**src/rtl/bank_out_net_pkg.sv**
```systemverilog
// rtl/bank_out_net_pkg.sv - shared constants, lane-select types and permutation helper for bank_out_net
package bank_out_net_pkg;

  localparam int NUM_BANKS  = 4;
  localparam int SEL_W      = 2;
  localparam int DEF_DW     = 24;
  localparam int DEF_RD_LAT = 2;

  // One lane index, as carried on each per-bank select
  typedef logic [SEL_W-1:0] lane_sel_t;

  // One select-pipeline word: the read's valid plus the four per-bank selects
  typedef struct packed {
    logic                            valid;
    lane_sel_t [NUM_BANKS-1:0]       sel;
  } sel_word_t;

  localparam int SEL_WORD_W = 1 + NUM_BANKS * SEL_W;

  // A select set is a permutation exactly when every lane is named by some bank
  function automatic logic is_perm(input lane_sel_t [NUM_BANKS-1:0] sel);
    logic [NUM_BANKS-1:0] seen;
    seen = '0;
    for (int k = 0; k < NUM_BANKS; k++) begin
      seen[sel[k]] = 1'b1;
    end
    return &seen;
  endfunction

endpackage

```
**src/rtl/bank_out_net_if.sv**
```systemverilog
// rtl/bank_out_net_if.sv - select/bank-data/lane-data bundle between the bank array and bank_out_net
interface bank_out_net_if #(
  parameter int DW = bank_out_net_pkg::DEF_DW
);
  import bank_out_net_pkg::*;

  lane_sel_t         sel_a_0;
  lane_sel_t         sel_a_1;
  lane_sel_t         sel_a_2;
  lane_sel_t         sel_a_3;
  logic              in_valid;
  logic [DW-1:0]     q0;
  logic [DW-1:0]     q1;
  logic [DW-1:0]     q2;
  logic [DW-1:0]     q3;
  logic [DW-1:0]     d0;
  logic [DW-1:0]     d1;
  logic [DW-1:0]     d2;
  logic [DW-1:0]     d3;
  logic              out_valid;
  logic              perm_err;

  // Side that issues selects and supplies bank read data
  modport master (
    output sel_a_0, sel_a_1, sel_a_2, sel_a_3, in_valid,
    output q0, q1, q2, q3,
    input  d0, d1, d2, d3, out_valid, perm_err
  );

  // The output network itself
  modport slave (
    input  sel_a_0, sel_a_1, sel_a_2, sel_a_3, in_valid,
    input  q0, q1, q2, q3,
    output d0, d1, d2, d3, out_valid, perm_err
  );

endinterface

```
**src/rtl/bank_out_net_dff.sv**
```systemverilog
// rtl/bank_out_net_dff.sv - parameterised enable DFF cell with asynchronous active-high clear
module dff_cell #(
  parameter int W = 1
) (
  input  logic         clk,
  input  logic         rst,
  input  logic         en,
  input  logic [W-1:0] d,
  output logic [W-1:0] q
);

  // Clear immediately on reset, otherwise load when enabled
  always_ff @(posedge clk or posedge rst) begin
    if (rst) begin
      q <= '0;
    end else if (en) begin
      q <= d;
    end
  end

endmodule

```
**src/rtl/bank_out_net_sel_delay_line.sv**
```systemverilog
// rtl/bank_out_net_sel_delay_line.sv - fixed-depth, no-stall shift register built from dff_cell stages
module sel_delay_line #(
  parameter int DEPTH = 2,
  parameter int W     = 1
) (
  input  logic         clk,
  input  logic         rst,
  input  logic [W-1:0] din,
  output logic [W-1:0] dout
);

  logic [W-1:0] stage [DEPTH+1];

  assign stage[0] = din;

  // Every stage advances every cycle so the selects stay in lockstep with bank latency
  for (genvar i = 0; i < DEPTH; i++) begin : g_stage
    dff_cell #(.W(W)) u_stage (
      .clk (clk),
      .rst (rst),
      .en  (1'b1),
      .d   (stage[i]),
      .q   (stage[i+1])
    );
  end

  assign dout = stage[DEPTH];

endmodule

```
**src/rtl/bank_out_net.sv**
```systemverilog
// rtl/bank_out_net.sv - bank-to-lane inverse read-data router; BANK_OUT_PERM_CHECK_EN adds sticky perm_err
module bank_out_net
  import bank_out_net_pkg::*;
#(
  parameter int DW     = DEF_DW,
  parameter int RD_LAT = DEF_RD_LAT
) (
  input  logic          clk,
  input  logic          rst,
  bank_out_net_if.slave bus
);

  sel_word_t                        sel_in;
  sel_word_t                        sel_dly;
  logic [NUM_BANKS-1:0][DW-1:0]     q_bank;
  logic [NUM_BANKS-1:0][DW-1:0]     route_d;
  logic [NUM_BANKS-1:0][DW-1:0]     d_reg;

  assign sel_in = {bus.in_valid, bus.sel_a_3, bus.sel_a_2, bus.sel_a_1, bus.sel_a_0};
  assign q_bank = {bus.q3, bus.q2, bus.q1, bus.q0};

  // Delay the selects by the bank read latency so they meet their own q data
  sel_delay_line #(
    .DEPTH (RD_LAT),
    .W     (SEL_WORD_W)
  ) u_sel_dly (
    .clk  (clk),
    .rst  (rst),
    .din  (sel_in),
    .dout (sel_dly)
  );

  // Inverse routing: lane sel_k takes q_k; scanning banks high to low lets bank 0 win ties,
  // and a lane no bank names stays 0
  always_comb begin
    route_d = '0;
    for (int j = 0; j < NUM_BANKS; j++) begin
      for (int k = NUM_BANKS - 1; k >= 0; k--) begin
        if (sel_dly.sel[k] == lane_sel_t'(j)) begin
          route_d[j] = q_bank[k];
        end
      end
    end
  end

  // Lane data registers load only for a completed read and otherwise hold
  dff_cell #(.W(NUM_BANKS * DW)) u_d_reg (
    .clk (clk),
    .rst (rst),
    .en  (sel_dly.valid),
    .d   (route_d),
    .q   (d_reg)
  );

  // out_valid follows the delayed valid one cycle later, alongside the lane data
  dff_cell #(.W(1)) u_ov_reg (
    .clk (clk),
    .rst (rst),
    .en  (1'b1),
    .d   (sel_dly.valid),
    .q   (bus.out_valid)
  );

  assign bus.d0 = d_reg[0];
  assign bus.d1 = d_reg[1];
  assign bus.d2 = d_reg[2];
  assign bus.d3 = d_reg[3];

`ifdef BANK_OUT_PERM_CHECK_EN
  logic perm_bad;

  assign perm_bad = sel_dly.valid & ~is_perm(sel_dly.sel);

  // Sticky error: set on the first valid non-permutation, cleared only by reset
  dff_cell #(.W(1)) u_perm_reg (
    .clk (clk),
    .rst (rst),
    .en  (perm_bad),
    .d   (1'b1),
    .q   (bus.perm_err)
  );
`else
  assign bus.perm_err = 1'b0;
`endif

endmodule

```
**src/flat_wrapper.sv**
```systemverilog
// flat-port wrapper written by rule: the top's interface ports become plain ports
module bank_out_net_flat import bank_out_net_pkg::*;
#(
  parameter int DW     = DEF_DW,
  parameter int RD_LAT = DEF_RD_LAT
)
  (clk, rst, bus_sel_a_0, bus_sel_a_1, bus_sel_a_2, bus_sel_a_3, bus_in_valid, bus_q0, bus_q1, bus_q2, bus_q3, bus_d0, bus_d1, bus_d2, bus_d3, bus_out_valid, bus_perm_err);
  bank_out_net_if #(.DW(DW)) bus_i ();
  input  logic clk;
  input  logic rst;
  input wire logic [$bits(bus_i.sel_a_0)-1:0] bus_sel_a_0;
  input wire logic [$bits(bus_i.sel_a_1)-1:0] bus_sel_a_1;
  input wire logic [$bits(bus_i.sel_a_2)-1:0] bus_sel_a_2;
  input wire logic [$bits(bus_i.sel_a_3)-1:0] bus_sel_a_3;
  input wire logic [$bits(bus_i.in_valid)-1:0] bus_in_valid;
  input wire logic [$bits(bus_i.q0)-1:0] bus_q0;
  input wire logic [$bits(bus_i.q1)-1:0] bus_q1;
  input wire logic [$bits(bus_i.q2)-1:0] bus_q2;
  input wire logic [$bits(bus_i.q3)-1:0] bus_q3;
  output wire logic [$bits(bus_i.d0)-1:0] bus_d0;
  output wire logic [$bits(bus_i.d1)-1:0] bus_d1;
  output wire logic [$bits(bus_i.d2)-1:0] bus_d2;
  output wire logic [$bits(bus_i.d3)-1:0] bus_d3;
  output wire logic [$bits(bus_i.out_valid)-1:0] bus_out_valid;
  output wire logic [$bits(bus_i.perm_err)-1:0] bus_perm_err;
  assign bus_i.sel_a_0 = bus_sel_a_0;
  assign bus_i.sel_a_1 = bus_sel_a_1;
  assign bus_i.sel_a_2 = bus_sel_a_2;
  assign bus_i.sel_a_3 = bus_sel_a_3;
  assign bus_i.in_valid = bus_in_valid;
  assign bus_i.q0 = bus_q0;
  assign bus_i.q1 = bus_q1;
  assign bus_i.q2 = bus_q2;
  assign bus_i.q3 = bus_q3;
  assign bus_d0 = bus_i.d0;
  assign bus_d1 = bus_i.d1;
  assign bus_d2 = bus_i.d2;
  assign bus_d3 = bus_i.d3;
  assign bus_out_valid = bus_i.out_valid;
  assign bus_perm_err = bus_i.perm_err;
  bank_out_net #(.DW(DW), .RD_LAT(RD_LAT)) u_core (.clk(clk), .rst(rst), .bus(bus_i));
endmodule
```
**config.mk**
```make
export PLATFORM = sky130hd
export DESIGN_NAME = bank_out_net_flat
export DESIGN_NICKNAME = d
export VERILOG_FILES = /design/src/rtl/bank_out_net_pkg.sv /design/src/rtl/bank_out_net_if.sv /design/src/rtl/bank_out_net_dff.sv /design/src/rtl/bank_out_net_sel_delay_line.sv /design/src/rtl/bank_out_net.sv /design/src/flat_wrapper.sv
export SDC_FILE = /design/constraint.sdc
export NUM_CORES = 1
export LEC_CHECK = 0
export CORE_MARGIN = 2
export CORE_UTILIZATION = 48
export CTS_BUF_LIST = sky130_fd_sc_hd__clkbuf_16
export DETAILED_ROUTE_END_ITERATION = 12
export GPL_TIMING_DRIVEN = 0
export PLACE_DENSITY = 0.81
export REMOVE_ABC_BUFFERS = 1
export SLEW_MARGIN = 10
export SYNTH_ARGS = -nofsm -noshare
export SYNTH_HDL_FRONTEND = slang
export SYNTH_SLANG_ARGS = --single-unit
```
**constraint.sdc**
```tcl
create_clock -name clk -period 4.71 [get_ports clk]
set_clock_uncertainty 0.1 [all_clocks]
set_input_delay 1.1775 -clock clk [delete_from_list [all_inputs] [get_ports clk]]
set_output_delay 1.1775 -clock clk [all_outputs]
set_load 0.1 [all_outputs]
```
==> deck_impl_summary.md <==
Flow Results at a Glance

Placed design
  • Placed insts: 989
  • DP HPWL: 16100 µm

Finish
  • Most numerous logic cell after layout: clkdlybuf4s50_1
  • N_diodes: 0
  • Share of layout cells above drive strength 1: about 14%
  • Nets@finish: 935

Yosys
  • Largest area contributor in the netlist: dfrtp_1
  • Post-synth EDFFs: 0
  • Top area cell types: dfrtp_1 42%, a221oi_2 12%, o22ai_1 8.8%
  • Commonest cells post-synth: 115 x dfrtp_1, 96 x o22ai_1, 72 x a31oi_1, 53 x a221oi_2, 51 x nand2_1
  • Simple Share, Synth: 16.9%
  • Main flop type: dfrtp_1
  • Synth Warn #: 0
  • Post-synth mux share: 0%

Hold path
  • Hold path depth: 0
  • Hold Startpoint: u_core.u_sel_dly.g_stage[0].u_stage.q[7]$_DFF_PP0_
  • Hold Path Sink: u_core.u_sel_dly.g_stage[1].u_stage.q[7]$_DFF_PP0_

Floorplan
  • Core Util at FP: 49.2%

Critical path
  • Critical path's top delay family: buffers and inverters
  • Critical Path Source Type: flop
  • Worst Path Arrival: just under 2 ns
  • Critical register-to-register path endpoint: u_core.u_d_reg.q[95]$_DFFE_PP0P_

Routing
  • Routed wl met2: 12800 µm
  • # DRC: 1
  • M1 WL: approximately 9800 µm

STA
  • Part of the cycle the worst path needs: 69.3%
  • Max_slew headroom: 6.82%

Global route
  • Grt met1 use: 44.5%
  • Gr busiest metal: met2

CTS
  • CTS Buf Count: 17
  • CTS tree: done
  • Clock transition at path regs: 0.05 ns

Run status
  • Status: finished with violations
  • Failing checks: DRC

Power
  • Peak VDD IR: roughly 0.00029 V
  • Pwr per Cell Area: approximately 470 nW/µm²

Run
  • Tool warnings: 25
-- final cells by class --
| class | count | area [µm²] | area share (%) |
|---|---|---|---|
| Multi-Input combinational cell | 458 | 3480 | 36.1 |
| Sequential cell | 115 | 2890 | 30.0 |
| Timing Repair Buffer | 211 | 2230 | 23.1 |
| Clock buffer | 17 | 425 | 4.42 |
| Clock inverter | 15 | 287 | 2.98 |
| Tap cell | 180 | 225 | 2.34 |
| Inverter | 25 | 98.8 | 1.03 |
-- how the worst max path moves through the flow --
stage,startpoint,end,slack (ns),cells past startpoint
finish,u_core.u_d_reg.q[47]$_DFFE_PP0P_,bus_d1[23],1.45,1
global route,u_core.u_d_reg.q[58]$_DFFE_PP0P_,bus_d2[10],1.42,1
CTS,u_core.u_d_reg.q[58]$_DFFE_PP0P_,bus_d2[10],1.45,1
detailed placement,u_core.u_sel_dly.g_stage[1].u_stage.q[1]$_DFF_PP0_,u_core.u_d_reg.q[27]$_DFFE_PP0P_,1.63,3
global placement,u_core.u_sel_dly.g_stage[1].u_stage.q[8]$_DFF_PP0_,u_core.u_d_reg.q[12]$_DFFE_PP0P_,-2.07,3
floorplan,rst,u_core.u_d_reg.q[0]$_DFFE_PP0P_,0.39,1
-- where the power goes --
group          switching (mW)  internal [mW]
sequential              0.122           1.11
clock                   0.488           1.10
combinational            1.25          0.447
total                    1.86           2.66
-- through the flow --
step           setup TNS (ns)  area [µm²]  worst slack, ns  util, %  total power [mW]
6_report                    0        9630             1.45     69.1              4.52
2_1_floorplan               0        6390            0.388        -              2.39
5_1_grt                     0        9630             1.42     69.1              4.62
3_3_place_gp          -238.34        8650            -2.07     62.0              2.87
3_5_place_dp                0        8910             1.63     63.9              2.92
4_1_cts                     0        9620             1.45     69.0              4.49
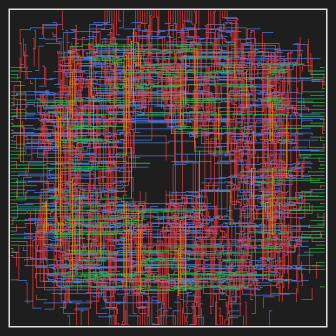
Figure 1: wiring by layer.
| color | layer | wire length |
|---|---|---|
| red | metal 2 | 12800 µm |
| orange | metal 4 | 1300 µm |
| green | metal 3 | 3780 µm |
| blue | metal 1 | 9820 µm |

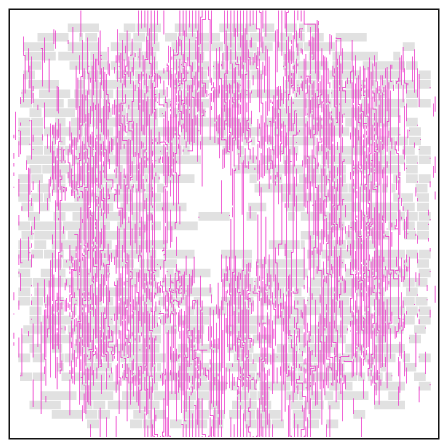
Figure 2: met2 routing.
main direction: vertical
wire length on this layer: 12800 µm
nets with wire on the layer: 840
met2 Usage GRT: 54.5%
via count: 7514
WL final: 27700 µm

Power and IR drop assume default switching activity.
